==> src/rtl/pipe_ctrl_pkg.sv <==
// Shared types and constants for the pipeline stall/flush controller.
// Memory-wait FSM encoding, register-index width, default latencies.
package pipe_ctrl_pkg;

  localparam int REG_W = 5;
  localparam logic [REG_W-1:0] REG_ZERO = '0;

  localparam int MD_LATENCY_DEF  = 4;
  localparam int MEM_TIMEOUT_DEF = 64;

  typedef enum logic {
    ST_IDLE = 1'b0,
    ST_WAIT = 1'b1
  } mem_state_e;

  // One bit per pipeline register, PC first.
  typedef struct packed {
    logic pc;
    logic if_id;
    logic id_ex;
    logic ex_mem;
    logic mem_wb;
  } stage_vec_t;

endpackage

==> src/rtl/md_busy_counter.sv <==
// MDU busy counter: loads LATENCY on start, counts down to zero.
// Ports: clk, rst (async high), load; busy = count nonzero (registered).
module md_busy_counter #(
  parameter int LATENCY = 4
) (
  input  logic clk,
  input  logic rst,
  input  logic load,
  output logic busy
);

  localparam logic [3:0] LAT = 4'(LATENCY);

  logic [3:0] cnt;

  // Load wins over expiry in the same cycle.
  always_ff @(posedge clk or posedge rst) begin
    if (rst) begin
      cnt <= '0;
    end else if (load) begin
      cnt <= LAT;
    end else if (cnt != '0) begin
      cnt <= cnt - 4'd1;
    end
  end

  assign busy = (cnt != '0);

endmodule

==> src/rtl/pipe_hazard_ctrl.sv <==
// Stall/flush controller for the 5-stage pipeline (PC, IF/ID..MEM/WB).
// Inputs: ID operands, EX load/branch/mdStart, MEM dm handshake.
// Outputs: per-register en/flush, md_busy, sticky mem_err.
// Optional HAZARD_STATS_EN adds stat_mem_stall/stat_load_use/stat_flush.
module pipe_hazard_ctrl
  import pipe_ctrl_pkg::*;
#(
  parameter int MD_LATENCY  = MD_LATENCY_DEF,
  parameter int MEM_TIMEOUT = MEM_TIMEOUT_DEF
) (
  input  logic             clk,
  input  logic             rst,
  input  logic [REG_W-1:0] ID_rs,
  input  logic [REG_W-1:0] ID_rt,
  input  logic             ID_usesRs,
  input  logic             ID_usesRt,
  input  logic             ID_usesMd,
  input  logic             EX_MemRead,
  input  logic [REG_W-1:0] EX_writeReg,
  input  logic             EX_branchTaken,
  input  logic             EX_mdStart,
  input  logic             MEM_dmReq,
  input  logic             MEM_dmReady,
  output logic             PC_en,
  output logic             IF_ID_en,
  output logic             ID_EX_en,
  output logic             EX_MEM_en,
  output logic             MEM_WB_en,
  output logic             IF_ID_flush,
  output logic             ID_EX_flush,
  output logic             EX_MEM_flush,
  output logic             MEM_WB_flush,
`ifdef HAZARD_STATS_EN
  output logic [31:0]      stat_mem_stall,
  output logic [31:0]      stat_load_use,
  output logic [31:0]      stat_flush,
`endif
  output logic             md_busy,
  output logic             mem_err
);

  localparam logic [7:0] TO_MAX = 8'(MEM_TIMEOUT - 1);

  mem_state_e state, state_n;
  logic [7:0] wait_cnt, wait_n;
  logic       err_n;

  logic timeout, mem_stall;
  logic load_use, md_hazard;
  logic c_mem, c_br, c_haz;

  stage_vec_t en, fl;

  assign timeout = (state == ST_WAIT) && !MEM_dmReady
                   && (wait_cnt == TO_MAX);

  assign mem_stall =
    ((state == ST_IDLE) && MEM_dmReq && !MEM_dmReady) ||
    ((state == ST_WAIT) && !MEM_dmReady && !timeout);

  assign load_use = EX_MemRead && (EX_writeReg != REG_ZERO) &&
    ((ID_usesRs && (ID_rs == EX_writeReg)) ||
     (ID_usesRt && (ID_rt == EX_writeReg)));

  assign md_hazard = ID_usesMd && md_busy;

  // Mutually exclusive priority terms.
  assign c_mem = !rst && mem_stall;
  assign c_br  = !rst && !mem_stall && EX_branchTaken;
  assign c_haz = !rst && !mem_stall && !EX_branchTaken
                 && (load_use || md_hazard);

  always_ff @(posedge clk or posedge rst) begin
    if (rst) begin
      state    <= ST_IDLE;
      wait_cnt <= '0;
      mem_err  <= 1'b0;
    end else begin
      state    <= state_n;
      wait_cnt <= wait_n;
      mem_err  <= err_n;
    end
  end

  always_comb begin
    state_n = state;
    wait_n  = wait_cnt;
    err_n   = mem_err;
    unique case (state)
      ST_IDLE: begin
        if (MEM_dmReq && !MEM_dmReady) begin
          state_n = ST_WAIT;
          wait_n  = '0;
        end
      end
      ST_WAIT: begin
        if (MEM_dmReady) begin
          state_n = ST_IDLE;
        end else if (timeout) begin
          state_n = ST_IDLE;
          err_n   = 1'b1;
        end else begin
          wait_n = wait_cnt + 8'd1;
        end
      end
      default: state_n = ST_IDLE;
    endcase
  end

  md_busy_counter #(
    .LATENCY(MD_LATENCY)
  ) u_md (
    .clk (clk),
    .rst (rst),
    .load(EX_mdStart && !mem_stall),
    .busy(md_busy)
  );

  always_comb begin
    en = '1;
    fl = '0;
    unique case (1'b1)
      rst: begin
        en = '0;
        fl = '1;
      end
      // MEM/WB takes a bubble so WB never repeats a write.
      c_mem: begin
        en        = '0;
        en.mem_wb = 1'b1;
        fl.mem_wb = 1'b1;
      end
      c_br: begin
        fl.if_id = 1'b1;
        fl.id_ex = 1'b1;
      end
      c_haz: begin
        en.pc    = 1'b0;
        en.if_id = 1'b0;
        fl.id_ex = 1'b1;
      end
      default: ;
    endcase
  end

  assign PC_en        = en.pc;
  assign IF_ID_en     = en.if_id;
  assign ID_EX_en     = en.id_ex;
  assign EX_MEM_en    = en.ex_mem;
  assign MEM_WB_en    = en.mem_wb;
  assign IF_ID_flush  = fl.if_id;
  assign ID_EX_flush  = fl.id_ex;
  assign EX_MEM_flush = fl.ex_mem;
  assign MEM_WB_flush = fl.mem_wb;

`ifdef HAZARD_STATS_EN
  always_ff @(posedge clk or posedge rst) begin
    if (rst) begin
      stat_mem_stall <= '0;
      stat_load_use  <= '0;
      stat_flush     <= '0;
    end else begin
      if (c_mem && (stat_mem_stall != '1))
        stat_mem_stall <= stat_mem_stall + 32'd1;
      if (c_haz && load_use && (stat_load_use != '1))
        stat_load_use <= stat_load_use + 32'd1;
      if (c_br && (stat_flush != '1))
        stat_flush <= stat_flush + 32'd1;
    end
  end
`endif

endmodule

==> config.mk <==
export PLATFORM = sky130hd
export DESIGN_NAME = pipe_hazard_ctrl
export DESIGN_NICKNAME = d
export VERILOG_FILES = /design/src/rtl/pipe_ctrl_pkg.sv /design/src/rtl/md_busy_counter.sv /design/src/rtl/pipe_hazard_ctrl.sv
export SDC_FILE = /design/constraint.sdc
export NUM_CORES = 1
export LEC_CHECK = 0
export CORE_MARGIN = 2
export CORE_UTILIZATION = 35
export CTS_CLUSTER_SIZE = 10
export DETAILED_ROUTE_END_ITERATION = 7
export PLACE_DENSITY_LB_ADDON = 0.25
export REMOVE_ABC_BUFFERS = 1
export SLEW_MARGIN = 10
export SYNTH_ARGS = -nofsm -noshare
export SYNTH_HDL_FRONTEND = slang
export SYNTH_SLANG_ARGS = --single-unit
==> constraint.sdc <==
create_clock -name clk -period 2.5 [get_ports clk]
set_input_delay 0.5 -clock clk [delete_from_list [all_inputs] [get_ports clk]]
set_output_delay 0.5 -clock clk [all_outputs]
set_load 0.01 [all_outputs]
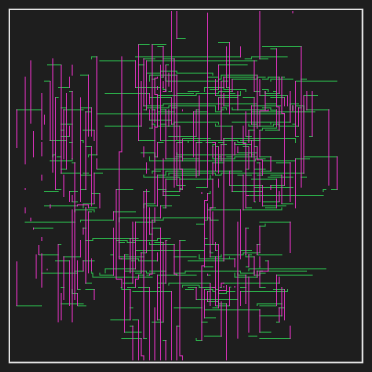
*Signal wires by layer*
Drawn at 6 px/µm. Only two layers are drawn.
Key: green = M1 [wire length 1,150 µm]; magenta = M2 [wire length 1,510 µm]
DR WL/cell: 13.4 µm
DRT Wirelength: 2810 µm
All-Layer GR Usage: 0.179
vias: 1,081

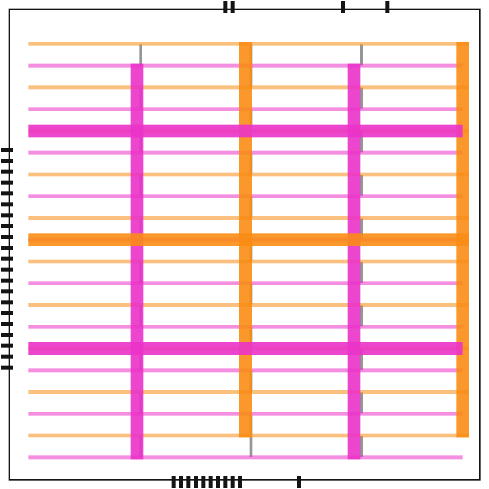
*Power grid*
Drawn at 8 px/µm. Pins as bars on the die edge. Tap cells in gray.
Key: orange = VDD; magenta = VSS
4 straps on met4. 36 signal pins sit on the boundary.

==> results.py <==
# Synthesis and PnR figures
metrics = {
    "run_status": {
        "outcome": "complete, no violations",
    },
    "setup_path": {
        "worst-setup-path-type": "flop to primary output",
        "critical_path.startpoint": "wait_cnt[0]",
        "end_kind": "primary output",
        "critical_path_depth": 8,
        "cp.required_ns": 2.00,
        "rr_worst_depth": 6,
        "cp.arrival_ns": 1.98,
        "worst-path-max-fanout": 2,
        "startpoint_type": "flop",
        "cp_top_family": "simple AND/OR/NAND/NOR gates",
        "path_cells": "ha_2, nand3_4, nor4_4, or2_4, buf_12, inv_4, a221oi_2, buf_2",
        "rrSetupSlack_ns": 0.73,
    },
    "pwr": {
        "p_seq_w": 0.000316,
        "clkPwrFrac": 0.175,
        "top_power_group": "combinational cells",
        "ir_drop_mv": 0.271,
        "switching_share": 0.323,
        "p_leak_nw": 0.773,
        "p_per_area_nw_per_um2": 570,
        "combPwrFrac": 0.499,
        "internal_power_w": 0.000655,
        "pg_comb_w": 0.000482,
        "power_w": 0.000967,
        "p_sw_w": 0.000312,
    },
    "synth": {
        "topCellsByArea": "dfrtp_1, xor2_1, o31ai_1, ha_1, nand2_1",
        "synth-async-reset-ratio": 1.00,
        "ys_seq_frac": 0.335,
        "syn_inst": 113,
        "simple_gate_share": 0.229,
        "ys_cells": 113,
        "edf_count": 0,
        "synthMuxAreaShare": 0.00958,
        "yosys.area.top_type": "dfrtp_1",
        "ff_type": "dfrtp_1",
        "top_cells_by_count": "dfrtp_1, nand2_1, xor2_1",
        "ys_sh_aoi": 0.205,
        "synth-xor-area-share": 0.101,
    },
    "floorplanning": {
        "dieArea_um2": 3440,
        "initCoreUtil": 0.372,
        "nWellTaps": 31,
    },
    "final_layout": {
        "top_regs": "wait_cnt: 8 flops, u_md.cnt: 4 flops",
        "layout.non_clock_buffers": 68,
        "largest_reg_flops": 8,
        "regMostFlops": "wait_cnt",
        "bufAreaShareNonClock": 0.348,
        "fillCellCount": 258,
        "comb.multi_input.count": 84,
        "lay_top_cells": "buf_4, clkdlybuf4s50_1, dfrtp_1",
        "finalInstanceArea_um2": 1700,
        "lay_top_count": "buf_4",
        "flops": 14,
        "comb_share": 0.380,
        "logic_area_um2": 646,
        "antenna_cells": 0,
        "nNetsFinal": 208,
        "area_delta_synth_final_pct": 62.5,
    },
    "sta": {
        "rsz0062_at_grt": "yes",
        "tightest_slew_ns": 0.631,
        "layout_min_cycle_time_ns": 2.48,
        "skew_ns": 0.0138,
        "setup_violations": 0,
        "fin_ws_ns": 0.0193,
        "slew-limit-headroom": 0.575,
        "slew_violations": 0,
        "setup_tns_ns": 0,
        "whs_ns": 0.497,
        "period_used_share": 0.992,
    },
    "clock_tree": {
        "clkLatencyLatePin_ns": 0.29,
        "tritoncts": "built",
        "cts_hold_buf": 0,
        "clk_path_buf_depth": 2,
        "cts_buffers": 3,
        "clk_pin_slew_ns": 0.10,
    },
    "routing": {
        "drcViolationCount": 0,
        "top_layer": "met4",
        "drt-pass1-iter-count": 4,
        "route.met2.wl_um": 1510,
        "vias_per_cell": 5.15,
        "antenna_left": 0,
        "first_iter_violations": 27,
    },
    "global_routing": {
        "overflow": 0,
        "grt_pass1_vias": 1100,
        "gr-usage-met3": 0.0176,
        "antenna_found_initial": 0,
        "grt_max_degree": 11,
        "grtUsageMet2": 0.335,
        "busiest_layer": "met2",
    },
    "min_path": {
        "hold_end": "mem_err",
        "hold_start": "mem_err",
    },
    "place": {
        "pre_cts_slack_ns": -0.446,
        "placed_cells": 200,
        "place_area_um2": 1580,
        "place_hpwl_um": 2250,
    },
    "job": {
        "max_cap_violations": 0,
        "openroad.warnings": 27,
    },
}
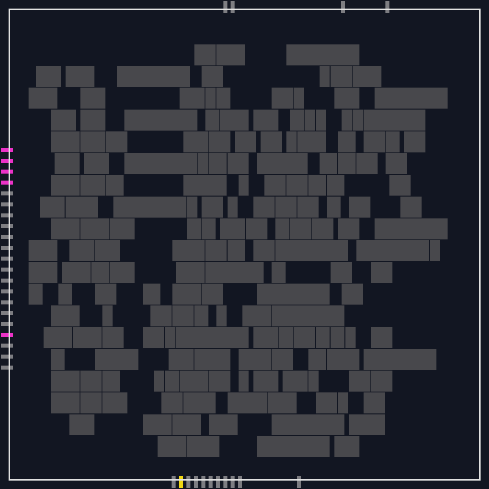
*I/O pins on the die edge*
Drawn at 8 px/µm. Pins as bars across the die edge, other pins in gray.
Key: yellow = ID_usesMd [pins 1, direction input, edge bottom]; magenta = EX_writeReg [pins 5, direction input, edge left]
All pins by edge: 21 left, 11 bottom, 4 top.
Chip Width: 58.6 µm
port buffer count: 35
die height: 58.6 µm

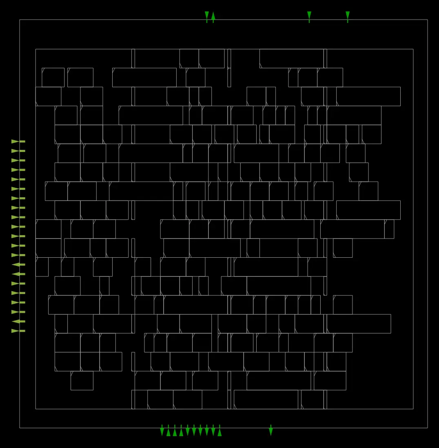
*Placed standard cells*
non-filler instance count after layout: 210
Core Area: 2810 µm²
fin util: 0.605
Placement Rows: 19
Seq/total area: 0.206

Power is estimated from default activity; no workload was simulated.
